`src/rtl/dbg_mem_arbiter.sv`:
```
// Arbitrates the single system memory port between the core data port and the
// debug memory-access path, with starvation relief for debug and a debug timeout.
module dbg_mem_arbiter #(
    parameter int unsigned ADDR_W       = 32,
    parameter int unsigned DATA_W       = 32,
    parameter int unsigned STARVE_LIMIT = 4,
    parameter int unsigned DBG_TIMEOUT  = 255
) (
    input  logic              clk,
    input  logic              rst_n,
    input  logic              dbg_halted,
    input  logic              cpu_req,
    input  logic              cpu_we,
    input  logic [ADDR_W-1:0] cpu_addr,
    input  logic [DATA_W-1:0] cpu_wdata,
    output logic [DATA_W-1:0] cpu_rdata,
    output logic              cpu_ready,
    input  logic              dbg_rd_en,
    input  logic              dbg_wr_en,
    input  logic [ADDR_W-1:0] dbg_addr,
    input  logic [DATA_W-1:0] dbg_wdata,
    output logic [DATA_W-1:0] dbg_rdata,
    output logic              dbg_ready,
    output logic              dbg_busy,
    output logic [1:0]        dbg_err,
    output logic              mem_req,
    output logic              mem_we,
    output logic [ADDR_W-1:0] mem_addr,
    output logic [DATA_W-1:0] mem_wdata,
    input  logic [DATA_W-1:0] mem_rdata,
    input  logic              mem_ready
);

    localparam int unsigned SW = $clog2(STARVE_LIMIT + 1);
    localparam int unsigned TW = (DBG_TIMEOUT > 1) ? $clog2(DBG_TIMEOUT) : 1;

    typedef enum logic [1:0] {
        IDLE     = 2'd0,
        CPU_XFER = 2'd1,
        DBG_XFER = 2'd2
    } state_t;

    typedef struct packed {
        logic              we;
        logic [ADDR_W-1:0] addr;
        logic [DATA_W-1:0] wdata;
    } dbg_cmd_t;

    state_t          state;
    dbg_cmd_t        pend;
    logic            pend_valid;
    logic [SW-1:0]   starve_cnt;
    logic [TW-1:0]   to_cnt;

    logic dbg_pulse;
    logic accept;
    logic drop;
    logic grant_dbg;
    logic to_last;

    // A new command is only taken when nothing is pending and no completion is being reported.
    assign dbg_pulse = dbg_rd_en | dbg_wr_en;
    assign accept    = dbg_pulse & ~pend_valid & ~dbg_ready;
    assign drop      = dbg_pulse & ~accept;
    assign grant_dbg = pend_valid & (dbg_halted | ~cpu_req | (starve_cnt == SW'(STARVE_LIMIT)));
    assign to_last   = (to_cnt == TW'(DBG_TIMEOUT - 1));

    assign cpu_ready = (state == CPU_XFER) & mem_ready;
    assign cpu_rdata = cpu_ready ? mem_rdata : '0;
    assign dbg_busy  = pend_valid;

    // Arbiter FSM with registered memory-port and debug outputs.
    always_ff @(posedge clk or negedge rst_n) begin
        if (!rst_n) begin
            state      <= IDLE;
            pend       <= '0;
            pend_valid <= 1'b0;
            starve_cnt <= '0;
            to_cnt     <= '0;
            dbg_rdata  <= '0;
            dbg_ready  <= 1'b0;
            dbg_err    <= 2'b00;
            mem_req    <= 1'b0;
            mem_we     <= 1'b0;
            mem_addr   <= '0;
            mem_wdata  <= '0;
        end else begin
            dbg_ready <= 1'b0;

            if (accept) begin
                pend.we    <= dbg_wr_en;
                pend.addr  <= dbg_addr;
                pend.wdata <= dbg_wdata;
                pend_valid <= 1'b1;
                dbg_err    <= 2'b00;
            end else if (drop) begin
                dbg_err[1] <= 1'b1;
            end

            case (state)
                IDLE: begin
                    if (grant_dbg) begin
                        state      <= DBG_XFER;
                        starve_cnt <= '0;
                        to_cnt     <= '0;
                        mem_req    <= 1'b1;
                        mem_we     <= pend.we;
                        mem_addr   <= pend.addr;
                        mem_wdata  <= pend.wdata;
                    end else if (cpu_req) begin
                        state     <= CPU_XFER;
                        mem_req   <= 1'b1;
                        mem_we    <= cpu_we;
                        mem_addr  <= cpu_addr;
                        mem_wdata <= cpu_wdata;
                        if (!pend_valid) begin
                            starve_cnt <= '0;
                        end else if (starve_cnt != SW'(STARVE_LIMIT)) begin
                            starve_cnt <= SW'(starve_cnt + 1'b1);
                        end
                    end
                end

                CPU_XFER: begin
                    if (mem_ready) begin
                        state     <= IDLE;
                        mem_req   <= 1'b0;
                        mem_we    <= 1'b0;
                        mem_addr  <= '0;
                        mem_wdata <= '0;
                    end
                end

                DBG_XFER: begin
                    if (mem_ready || to_last) begin
                        state      <= IDLE;
                        pend_valid <= 1'b0;
                        dbg_ready  <= 1'b1;
                        mem_req    <= 1'b0;
                        mem_we     <= 1'b0;
                        mem_addr   <= '0;
                        mem_wdata  <= '0;
                        if (mem_ready) begin
                            if (!pend.we) begin
                                dbg_rdata <= mem_rdata;
                            end
                        end else begin
                            dbg_err[0] <= 1'b1;
                        end
                    end else begin
                        to_cnt <= TW'(to_cnt + 1'b1);
                    end
                end

                default: begin
                    state   <= IDLE;
                    mem_req <= 1'b0;
                end
            endcase
        end
    end

endmodule

```
`config.mk`:
```
export PLATFORM = sky130hd
export DESIGN_NAME = dbg_mem_arbiter
export DESIGN_NICKNAME = d
export VERILOG_FILES = /design/src/rtl/dbg_mem_arbiter.sv
export SDC_FILE = /design/constraint.sdc
export NUM_CORES = 1
export LEC_CHECK = 0
export CORE_MARGIN = 1.5
export CORE_UTILIZATION = 50
export CTS_CLUSTER_SIZE = 16
export DETAILED_ROUTE_END_ITERATION = 10
export DONT_BUFFER_PORTS = 1
export GPL_ROUTABILITY_DRIVEN = 0
export PLACE_DENSITY = 0.67
export SYNTH_ARGS = -nofsm -noshare
export SYNTH_HDL_FRONTEND = slang
export SYNTH_SLANG_ARGS = --single-unit
```
`constraint.sdc`:
```
create_clock -name clk -period 3.1 [get_ports clk]
set_clock_uncertainty 0.05 [all_clocks]
set_input_delay 0.62 -clock clk [delete_from_list [all_inputs] [get_ports clk]]
set_output_delay 0.62 -clock clk [all_outputs]
set_load 0.05 [all_outputs]
```
### PDN straps and rails

Drawn at 3 px/µm. Pins as bars on the die edge.
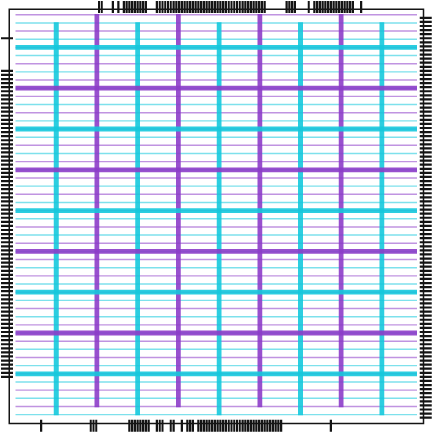
| net | color |
|---|---|
| VDD | purple |
| VSS | cyan |
met1 rails: 50
met5 straps: 9
rows: 49
signal pins: 303

### Track usage over the die

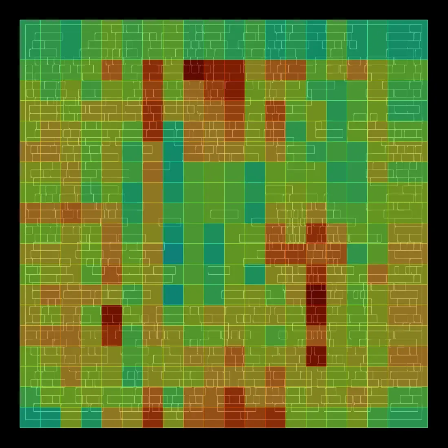
GR Layer Usage met1: 22.6%
share of the core filled with cells in the final layout: 55.1%

### Placement by cell class

Drawn at 3 px/µm. Fill, decap, tap and diode cells in gray.
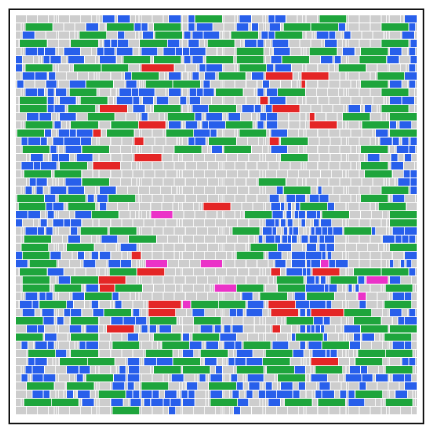
| class | color | cells | share of their area |
|---|---|---|---|
| clock drivers and dummy loads | red | 30 | 6.2% |
| remaining buffers and delay cells | magenta | 8 | 1.3% |
| remaining logic cells | blue | 486 | 45% |
| registers | green | 180 | 47% |

### Routed clock nets over the placement

Drawn at 4 px/µm.
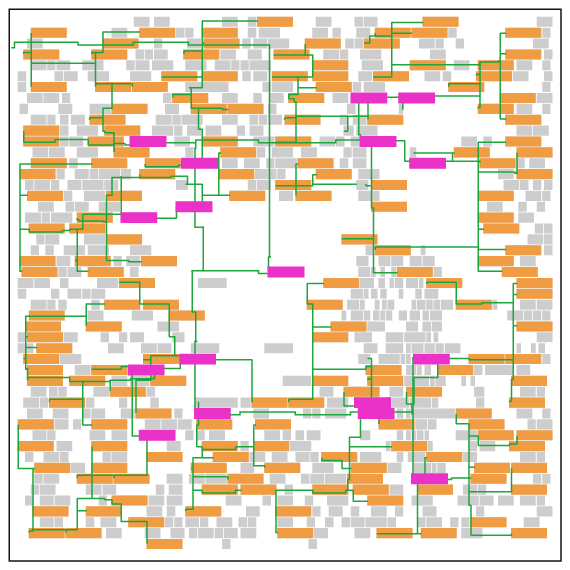
[clock wires] green | length: 2170 µm
[clock-net drivers] magenta | count: 17
[flip-flops] orange | count: 180
flops lie: spread over the die
routed clock nets: 18
clk_lat worst skew: 420 ps
clock group share of total power: 16.2%

==> PnR_summary.wiki <==
=== Synthesis and place and route ===
{| class="wikitable"
! Metric !! Value
|-
| Result of the run || complete, but fails checks
|-
| Violations in the final reports || hold timing
|-
| Final tally of hold violations || 180
|-
| Delay of the slowest cell on the worst path || 530 ps
|-
| Distinct lib cells || 41
|-
| Worst-case hold slack || -162 ps
|-
| Largest voltage drop on the vdd net || 891 µV
|-
| Upper clock frequency limit || 382 MHz
|-
| Share of total power consumed by net switching || 43.7%
|-
| Max Transition Viols Final || 0
|-
| Max-cap viol count || 0
|-
| P&R area growth vs syn || 8.56%
|-
| Worst-path fanout max || 33
|-
| Average wire per standard cell || 20.9 µm
|-
| Count of buffers from port buffering || 0
|-
| Syn_nets || 892
|-
| Placement row count || 49
|-
| Number of detailed-routing iterations run before antenna repair || 4
|-
| Vias after detailed routing || 5360
|-
| Post-route fraction of the period consumed by the critical path || 84.5%
|-
| Relative contribution of combinational cells to total power || 36.9%
|-
| Min-Delay Path Class || input port to async pin
|}
-- registers in the layout, indices dropped and copies added (netlist names) --
signal	cells
dbg_ready	1
mem_addr	32
pend	65
dbg_err	2
mem_we	1
state	2
mem_req	1
dbg_busy	1
starve_cnt	3
mem_wdata	32
to_cnt	8
dbg_rdata	32
-- metrics by stage --
step / cell area (µm²) / hold slack [ps] / power, mW / setup slack [ps] / utilization (%)
after global routing: 9830 / -194 / 14.3 / 351 / 55.1
after floorplan: 9060 / 274 / 10.5 / 878 / -
after CTS: 9830 / -184 / 13.7 / 479 / 55.1
final: 9830 / -162 / 13.5 / 482 / 55.1
after detailed placement: 9240 / 278 / 11.5 / 539 / 51.8
after global placement: 9240 / 278 / 11.2 / 625 / 51.8
-- cell usage in the layout (no fill, tap or decap), drive strengths merged, types with 9 or more instances in the layout --
cell and instances:
nor2 11, inv 15, mux2 162, clkbuf 19, dfrtp 180, nand2b 132, and3 34, mux2i 66
nand2 10, o21ai 9
-- power by group through the flow --
| stage | Combinational [mW] | Sequential [mW] | Clock, mW |
|---|---|---|---|
| floorplan | 4.39 | 6.11 | 0 |
| global placement | 4.86 | 6.37 | 0 |
| detailed placement | 5.07 | 6.40 | 0 |
| CTS | 5.07 | 6.36 | 2.25 |
| global route | 5.45 | 6.51 | 2.36 |
| finish | 4.99 | 6.34 | 2.19 |
-- layer usage --
layer / GRT usage [%] / share of wire (%) / vias up / routed length, µm
met1: 22.6 / 39 / 2684 / 7520
met3: 8.72 / 9.7 / 21 / 1880
met5: 0 / 0 / - / 0
met2: 34.6 / 50 / 229 / 9780
li1: - / - / 2426 / -
met4: 6.49 / 1.4 / 0 / 276
-- final timing paths --
kind | startpoint | end | slack, ps | cells past startpoint
max | state[1]$_DFFE_PN0P_ | cpu_rdata[15] | 480 | 4
min | rst_n | pend[12]$_DFFE_PN0P_ | -160 | 0
max reg2reg | state[0]$_DFFE_PN0P_ | mem_wdata[18]$_DFFE_PN0P_ | 530 | 7
min reg2reg | pend[7]$_DFFE_PN0P_ | pend[7]$_DFFE_PN0P_ | 460 | 1
max in group asynchronous | rst_n | starve_cnt[2]$_DFFE_PN0P_ | 2810 | 0
min in group clk | mem_rdata[0] | dbg_rdata[0]$_DFFE_PN0P_ | 280 | 1
-- cell type report --
class / count / area, µm²
repair buffers: 8 / 123
clock buffers: 19 / 443
inverters: 12 / 45.0
well taps: 229 / 287
clock inverters: 11 / 153
multi-input cells: 474 / 4280
flip-flops and latches: 180 / 4500
fillers: 1469 / 8010
-- critical path: cells and delay by family (launching register included) --
kind,cells,cell delay (ps)
adder cells (fa/ha/maj),1,190
buffers and inverters,2,380
flip-flops,1,420
AND/OR/NAND/NOR,1,530
-- kinds of logic (layout without fill, tap and decap cells) --
kind of cell             Yosys count  count (layout)  share of synthesized area (%)
AND-OR/OR-AND                     33              33                           2.79
XOR/XNOR                           1               1                         0.0967
adder cells (fa/ha/maj)            8               8                           1.11
multiplexers                     228             228                           29.5
AND/OR/NAND/NOR                  204             204                           13.5
buffers and inverters             62              50                           3.29
flip-flops                       180             180                           49.7
No activity file was given, so power comes from the tool's default toggle rates.
